**Signal wires on met1**

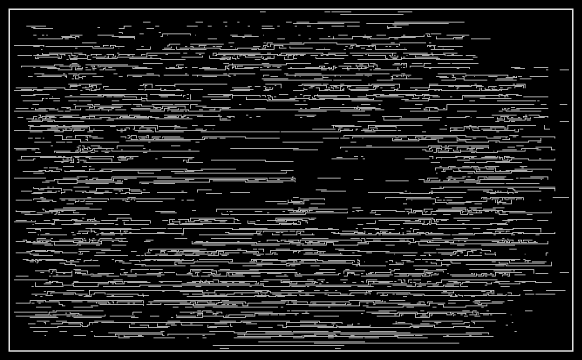
**Signal wires on met2**

Scale bar: 50 µm. Cells faint in the background.
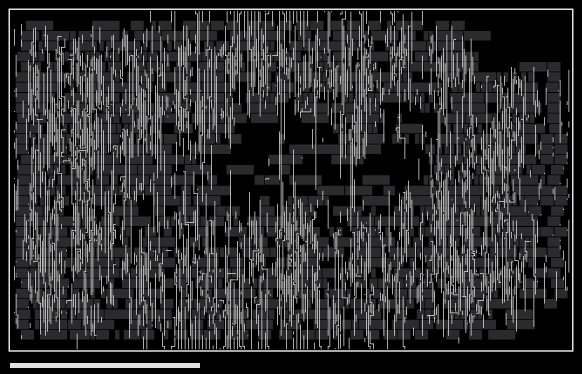
**M3 wires**

Scale bar: 50 µm.
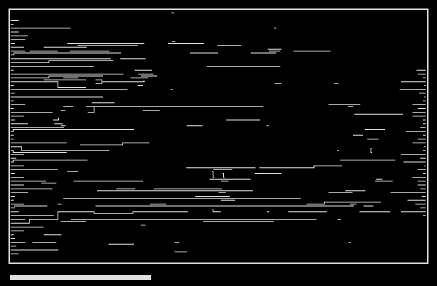
--- src/rtl/inst_postfix_gather_pkg.sv ---
// rtl/inst_postfix_gather_pkg.sv - shared constants, types and postfix decode for the postfix gatherer
package inst_postfix_gather_pkg;

   localparam int DEF_INST_WIDTH  = 40;
   localparam int DEF_MAX_PFX     = 3;
   localparam int DEF_PFX_PAYLOAD = DEF_INST_WIDTH - 7;
   localparam int DEF_NPFX_W      = $clog2(DEF_MAX_PFX + 1);

   localparam logic [6:0] PFX_OPCODE = 7'h7F;

   typedef logic [DEF_INST_WIDTH-1:0] inst_word_t;

   typedef struct packed {
      inst_word_t                              inst;
      logic [DEF_MAX_PFX*DEF_PFX_PAYLOAD-1:0]  imm;
      logic [DEF_NPFX_W-1:0]                   npfx;
      logic                                    ovf;
   } pfx_bundle_t;

   function automatic logic is_postfix(input logic [6:0] opcode);
      return opcode == PFX_OPCODE;
   endfunction

endpackage

--- src/rtl/inst_postfix_gather_if.sv ---
// rtl/inst_postfix_gather_if.sv - FIFO read side plus decode-facing bundle handshake
interface inst_postfix_gather_if
   import inst_postfix_gather_pkg::*;
#(
   parameter int INST_WIDTH  = DEF_INST_WIDTH,
   parameter int MAX_PFX     = DEF_MAX_PFX,
   parameter int PFX_PAYLOAD = INST_WIDTH - 7,
   parameter int NPFX_W      = $clog2(MAX_PFX + 1)
) ();

   logic                           flush_en;
   logic                           fifo_empty;
   logic [INST_WIDTH-1:0]          fifo_value;
   logic                           fifo_dequeue_en;
   logic                           out_valid;
   logic                           out_ready;
   logic [INST_WIDTH-1:0]          out_inst;
   logic [MAX_PFX*PFX_PAYLOAD-1:0] out_imm;
   logic [NPFX_W-1:0]              out_npfx;
   logic                           out_pfx_ovf;
   logic                           orphan_drop;

   modport master (
      input  flush_en, fifo_empty, fifo_value, out_ready,
      output fifo_dequeue_en, out_valid, out_inst, out_imm, out_npfx, out_pfx_ovf, orphan_drop
   );

   modport slave (
      output flush_en, fifo_empty, fifo_value, out_ready,
      input  fifo_dequeue_en, out_valid, out_inst, out_imm, out_npfx, out_pfx_ovf, orphan_drop
   );

endinterface

--- src/rtl/inst_postfix_gather_pfx_imm_fill.sv ---
// rtl/inst_postfix_gather_pfx_imm_fill.sv - sign-extends unused immediate slots from the last absorbed postfix
module pfx_imm_fill
   import inst_postfix_gather_pkg::*;
#(
   parameter int MAX_PFX     = DEF_MAX_PFX,
   parameter int PFX_PAYLOAD = DEF_PFX_PAYLOAD,
   parameter int NPFX_W      = $clog2(MAX_PFX + 1)
) (
   input  logic [MAX_PFX*PFX_PAYLOAD-1:0] raw,
   input  logic [NPFX_W-1:0]              npfx,
   output logic [MAX_PFX*PFX_PAYLOAD-1:0] filled
);

   logic sign;

   // With npfx == 0 no slot qualifies as "last", so sign stays 0 and the whole immediate is zero.
   always_comb begin
      sign   = 1'b0;
      filled = raw;
      for (int i = 0; i < MAX_PFX; i++) begin
         if (npfx == NPFX_W'(i + 1)) sign = raw[i*PFX_PAYLOAD + PFX_PAYLOAD - 1];
      end
      for (int i = 0; i < MAX_PFX; i++) begin
         if (npfx <= NPFX_W'(i)) filled[i*PFX_PAYLOAD +: PFX_PAYLOAD] = {PFX_PAYLOAD{sign}};
      end
   end

endmodule

--- src/rtl/inst_postfix_gather.sv ---
// rtl/inst_postfix_gather.sv - pops instruction words, absorbs trailing postfixes, presents one bundle to decode
module inst_postfix_gather
   import inst_postfix_gather_pkg::*;
#(
   parameter int INST_WIDTH  = DEF_INST_WIDTH,
   parameter int MAX_PFX     = DEF_MAX_PFX,
   parameter int PFX_PAYLOAD = INST_WIDTH - 7,
   parameter int NPFX_W      = $clog2(MAX_PFX + 1)
) (
   input logic clk,
   input logic reset,
   inst_postfix_gather_if.master bus
);

   localparam logic [1:0] S_IDLE    = 2'd0;
   localparam logic [1:0] S_COLLECT = 2'd1;
   localparam logic [1:0] S_OUT     = 2'd2;

   logic [1:0]                     state_q;
   logic [INST_WIDTH-1:0]          inst_q;
   logic [MAX_PFX*PFX_PAYLOAD-1:0] imm_q;
   logic [MAX_PFX*PFX_PAYLOAD-1:0] imm_filled;
   logic [NPFX_W-1:0]              npfx_q;
   logic                           ovf_q;
   logic                           orphan_q;
   logic                           head_pfx;
   logic                           at_max;
   logic                           dequeue;

   assign head_pfx = is_postfix(bus.fifo_value[6:0]);
   assign at_max   = (npfx_q == NPFX_W'(MAX_PFX));

   pfx_imm_fill #(
      .MAX_PFX     (MAX_PFX),
      .PFX_PAYLOAD (PFX_PAYLOAD),
      .NPFX_W      (NPFX_W)
   ) u_fill (
      .raw    (imm_q),
      .npfx   (npfx_q),
      .filled (imm_filled)
   );

   // A bundle only closes once the following word is visible, so COLLECT never pops the closing word.
   always_comb begin
      dequeue = 1'b0;
      if (!reset && !bus.flush_en && !bus.fifo_empty) begin
         case (state_q)
            S_IDLE:    dequeue = 1'b1;
            S_COLLECT: dequeue = head_pfx && !at_max;
            S_OUT:     dequeue = bus.out_ready && !head_pfx;
            default:   dequeue = 1'b0;
         endcase
      end
   end

   always_ff @(posedge clk) begin
      if (reset) begin
         state_q  <= S_IDLE;
         inst_q   <= '0;
         imm_q    <= '0;
         npfx_q   <= '0;
         ovf_q    <= 1'b0;
         orphan_q <= 1'b0;
      end else begin
         orphan_q <= 1'b0;
         if (bus.flush_en) begin
            state_q <= S_IDLE;
            npfx_q  <= '0;
            ovf_q   <= 1'b0;
         end else begin
            case (state_q)
               S_IDLE: begin
                  if (dequeue) begin
                     if (head_pfx) begin
                        orphan_q <= 1'b1;
                     end else begin
                        inst_q  <= bus.fifo_value;
                        imm_q   <= '0;
                        npfx_q  <= '0;
                        ovf_q   <= 1'b0;
                        state_q <= S_COLLECT;
                     end
                  end
               end
               S_COLLECT: begin
                  if (dequeue) begin
                     for (int i = 0; i < MAX_PFX; i++) begin
                        if (npfx_q == NPFX_W'(i))
                           imm_q[i*PFX_PAYLOAD +: PFX_PAYLOAD] <= bus.fifo_value[INST_WIDTH-1:7];
                     end
                     npfx_q <= npfx_q + 1'b1;
                  end else if (!bus.fifo_empty) begin
                     ovf_q   <= head_pfx;
                     imm_q   <= imm_filled;
                     state_q <= S_OUT;
                  end
               end
               S_OUT: begin
                  if (bus.out_ready) begin
                     if (dequeue) begin
                        inst_q  <= bus.fifo_value;
                        imm_q   <= '0;
                        npfx_q  <= '0;
                        ovf_q   <= 1'b0;
                        state_q <= S_COLLECT;
                     end else begin
                        state_q <= S_IDLE;
                     end
                  end
               end
               default: state_q <= S_IDLE;
            endcase
         end
      end
   end

   assign bus.fifo_dequeue_en = dequeue;
   assign bus.out_valid       = (state_q == S_OUT);
   assign bus.out_inst        = inst_q;
   assign bus.out_imm         = imm_q;
   assign bus.out_npfx        = npfx_q;
   assign bus.out_pfx_ovf     = ovf_q;
   assign bus.orphan_drop     = orphan_q;

endmodule

--- src/flat_wrapper.sv ---
// flat-port wrapper written by rule: the top's interface ports become plain ports
module inst_postfix_gather_flat import inst_postfix_gather_pkg::*;
#(
   parameter int INST_WIDTH  = DEF_INST_WIDTH,
   parameter int MAX_PFX     = DEF_MAX_PFX,
   parameter int PFX_PAYLOAD = INST_WIDTH - 7,
   parameter int NPFX_W      = $clog2(MAX_PFX + 1)
)
  (clk, reset, bus_flush_en, bus_fifo_empty, bus_fifo_value, bus_out_ready, bus_fifo_dequeue_en, bus_out_valid, bus_out_inst, bus_out_imm, bus_out_npfx, bus_out_pfx_ovf, bus_orphan_drop);
  inst_postfix_gather_if #(.INST_WIDTH(INST_WIDTH), .MAX_PFX(MAX_PFX), .PFX_PAYLOAD(PFX_PAYLOAD), .NPFX_W(NPFX_W)) bus_i ();
  input logic clk;
  input logic reset;
  input wire logic [$bits(bus_i.flush_en)-1:0] bus_flush_en;
  input wire logic [$bits(bus_i.fifo_empty)-1:0] bus_fifo_empty;
  input wire logic [$bits(bus_i.fifo_value)-1:0] bus_fifo_value;
  input wire logic [$bits(bus_i.out_ready)-1:0] bus_out_ready;
  output wire logic [$bits(bus_i.fifo_dequeue_en)-1:0] bus_fifo_dequeue_en;
  output wire logic [$bits(bus_i.out_valid)-1:0] bus_out_valid;
  output wire logic [$bits(bus_i.out_inst)-1:0] bus_out_inst;
  output wire logic [$bits(bus_i.out_imm)-1:0] bus_out_imm;
  output wire logic [$bits(bus_i.out_npfx)-1:0] bus_out_npfx;
  output wire logic [$bits(bus_i.out_pfx_ovf)-1:0] bus_out_pfx_ovf;
  output wire logic [$bits(bus_i.orphan_drop)-1:0] bus_orphan_drop;
  assign bus_i.flush_en = bus_flush_en;
  assign bus_i.fifo_empty = bus_fifo_empty;
  assign bus_i.fifo_value = bus_fifo_value;
  assign bus_i.out_ready = bus_out_ready;
  assign bus_fifo_dequeue_en = bus_i.fifo_dequeue_en;
  assign bus_out_valid = bus_i.out_valid;
  assign bus_out_inst = bus_i.out_inst;
  assign bus_out_imm = bus_i.out_imm;
  assign bus_out_npfx = bus_i.out_npfx;
  assign bus_out_pfx_ovf = bus_i.out_pfx_ovf;
  assign bus_orphan_drop = bus_i.orphan_drop;
  inst_postfix_gather #(.INST_WIDTH(INST_WIDTH), .MAX_PFX(MAX_PFX), .PFX_PAYLOAD(PFX_PAYLOAD), .NPFX_W(NPFX_W)) u_core (.clk(clk), .reset(reset), .bus(bus_i));
endmodule
--- config.mk ---
export PLATFORM = sky130hd
export DESIGN_NAME = inst_postfix_gather_flat
export DESIGN_NICKNAME = d
export VERILOG_FILES = /design/src/rtl/inst_postfix_gather_pkg.sv /design/src/rtl/inst_postfix_gather_if.sv /design/src/rtl/inst_postfix_gather_pfx_imm_fill.sv /design/src/rtl/inst_postfix_gather.sv /design/src/flat_wrapper.sv
export SDC_FILE = /design/constraint.sdc
export NUM_CORES = 1
export LEC_CHECK = 0
export ABC_AREA = 1
export CAP_MARGIN = 20
export CORE_ASPECT_RATIO = 0.6
export CORE_UTILIZATION = 47
export DETAILED_ROUTE_END_ITERATION = 10
export PLACE_DENSITY = 0.93
export SLEW_MARGIN = 20
export SYNTH_ARGS = -nofsm -noshare
export SYNTH_HDL_FRONTEND = slang
export SYNTH_SLANG_ARGS = --single-unit
--- constraint.sdc ---
create_clock -name clk -period 2.3 [get_ports clk]
set_input_delay 0.46 -clock clk [delete_from_list [all_inputs] [get_ports clk]]
set_output_delay 0.46 -clock clk [all_outputs]
set_load 0.03 [all_outputs]
==> qor.csv <==
stage;metric;value;unit
synth;Compound Share, Synth;11.5;%
pwr;sequential power;2700;µW
layout;fin util;75.3;%
route;Vias/cell;5.08;
worst_setup_path;RR Endpoint;u_core.bus.out_imm[59];
synth;Synth top area share;48.1;%
worst_setup_path;FF-to-FF path depth;15;
final_timing;Final setup viols;0;
place;Placed Instances;1213;
layout;top logic cell by instance count in the layout;nor2_1;
grt;Total Routing Usage GR;30.2;%
pwr;Clock group;3010;µW
route;metal3 WL;2.01;mm
floorplan;Die Span Y;89.8;µm
floorplan;die area;13300;µm²
synth;Unique cell types;27;
worst_setup_path;FF-to-FF setup slack;0.15;ns
worst_setup_path;Slowest cell on crit path;clkdlybuf4s50_1;
final_timing;crit share post-route;96.7;%
synth;Seq share, synth;48.1;%
final_timing;Tmin final;2.22;ns
synth;area leader, netlist;dfxtp_1;
route;drt first pass iters;5;
pwr;Switching Fraction;26.9;%
clock_network;CTS tree;built;
layout;Layout Nets;1131;
final_timing;Worst-Margin Slew;0.383;ns
route;Detail Route Antenna Nets;0;
pwr;clock share of power;44.7;%
pwr;Peak VDD IR;501;µV
status;status;complete, no violations;
floorplan;width of the die;148;µm
worst_setup_path;Critical Path Start;bus_fifo_value[5];
worst_setup_path;CP endpoint kind;output pin;
pwr;PD cells;729;nW/µm²
synth;xor/xnor share of the synthesized area;0;%
pwr;combinational gate power;1030;µW
pwr;Comb power frac;15.3;%
worst_setup_path;worst path cell trace;clkdlybuf4s50_1 > inv_2 > nor2_4 > nand3_1 > nand2_1 > nand2_2 > nand2_4 > inv_4 > buf_12 > buf_8;
clock_network;H-tree depth;4;
pwr;Internal;4930;µW
worst_setup_path;Worst setup SP type;input port;
floorplan;FP Util;49.1;%
layout;Fill cells;863;
synth;ys cells;866;
worst_setup_path;CP Class;input port to output pin;
route;top routing layer in use;met4;
synth;simple-gate share of the synthesized area;30.5;%
final_timing;hold slack final;0.322;ns
clock_network;# hold bufs at CTS;0;
pwr;Net Sw Power;1810;µW
synth;Most used DFF post-synth;dfxtp_1;
synth;Yosys Chip Area;6030;µm²
synth;MUX share of area;0;%
place;pre-CTS worst setup slack;-0.388;ns
layout;non-filler cells, final;1259;
place;DP Area;8400;µm²
pwr;Leak Pwr;0.00414;µW
final_timing;Slew Limit Fails;0;
worst_setup_path;Worst Path Max Fanout;8;
clock_network;CTS sink cnt;145;
final_timing;fmax;449;MHz
min_path;Worst Hold Path EP;u_core.bus.out_inst[2];
About 'signal wires on met1':
The longest straight run is 38.2 µm. The wires run mostly horizontal. 1,018 nets have wire on it. The layer carries 9,030 µm of wire.
GR Util met1: 41.0%
DR vias: 6,393
final WL: 20.0 mm

About 'signal wires on met2':
The wires run mostly vertical. The layer holds 44% of the routed length. The longest straight run is 39.9 µm.
GR Layer Usage met2: 44.6%

About 'M3 wires':
The wires run mostly horizontal. 165 nets have wire on it. The longest straight run is 91.5 µm. The layer carries 2,010 µm of wire.
met3 usage: 11.4%

final cells by class:
type                            count  area share [%]
Timing Repair Buffer              248            27.9
Inverter                           75            3.11
Multi-Input combinational cell    594            28.5
Sequential cell                   145            31.4
Clock buffer                       18            4.74
Clock inverter                     14            2.16
Tap cell                          165            2.23
registers in the layout (all words and copies together), names as in the netlist:
| register | flops |
|---|---|
| u_core.state_q | 2 |
| u_core.bus.out_imm | 99 |
| u_core.bus.out_pfx_ovf | 1 |
| u_core.bus.orphan_drop | 1 |
| u_core.bus.out_npfx | 2 |
| u_core.bus.out_inst | 40 |
metal layers:
| metal | track usage (%) | vias up |
|---|---|---|
| li1 | - | 3118 |
| met1 | 41.0 | 2960 |
| met2 | 44.6 | 290 |
| met3 | 11.4 | 25 |
| met4 | 7.90 | 0 |
| met5 | 0 | - |
Power and IR drop assume default switching activity.
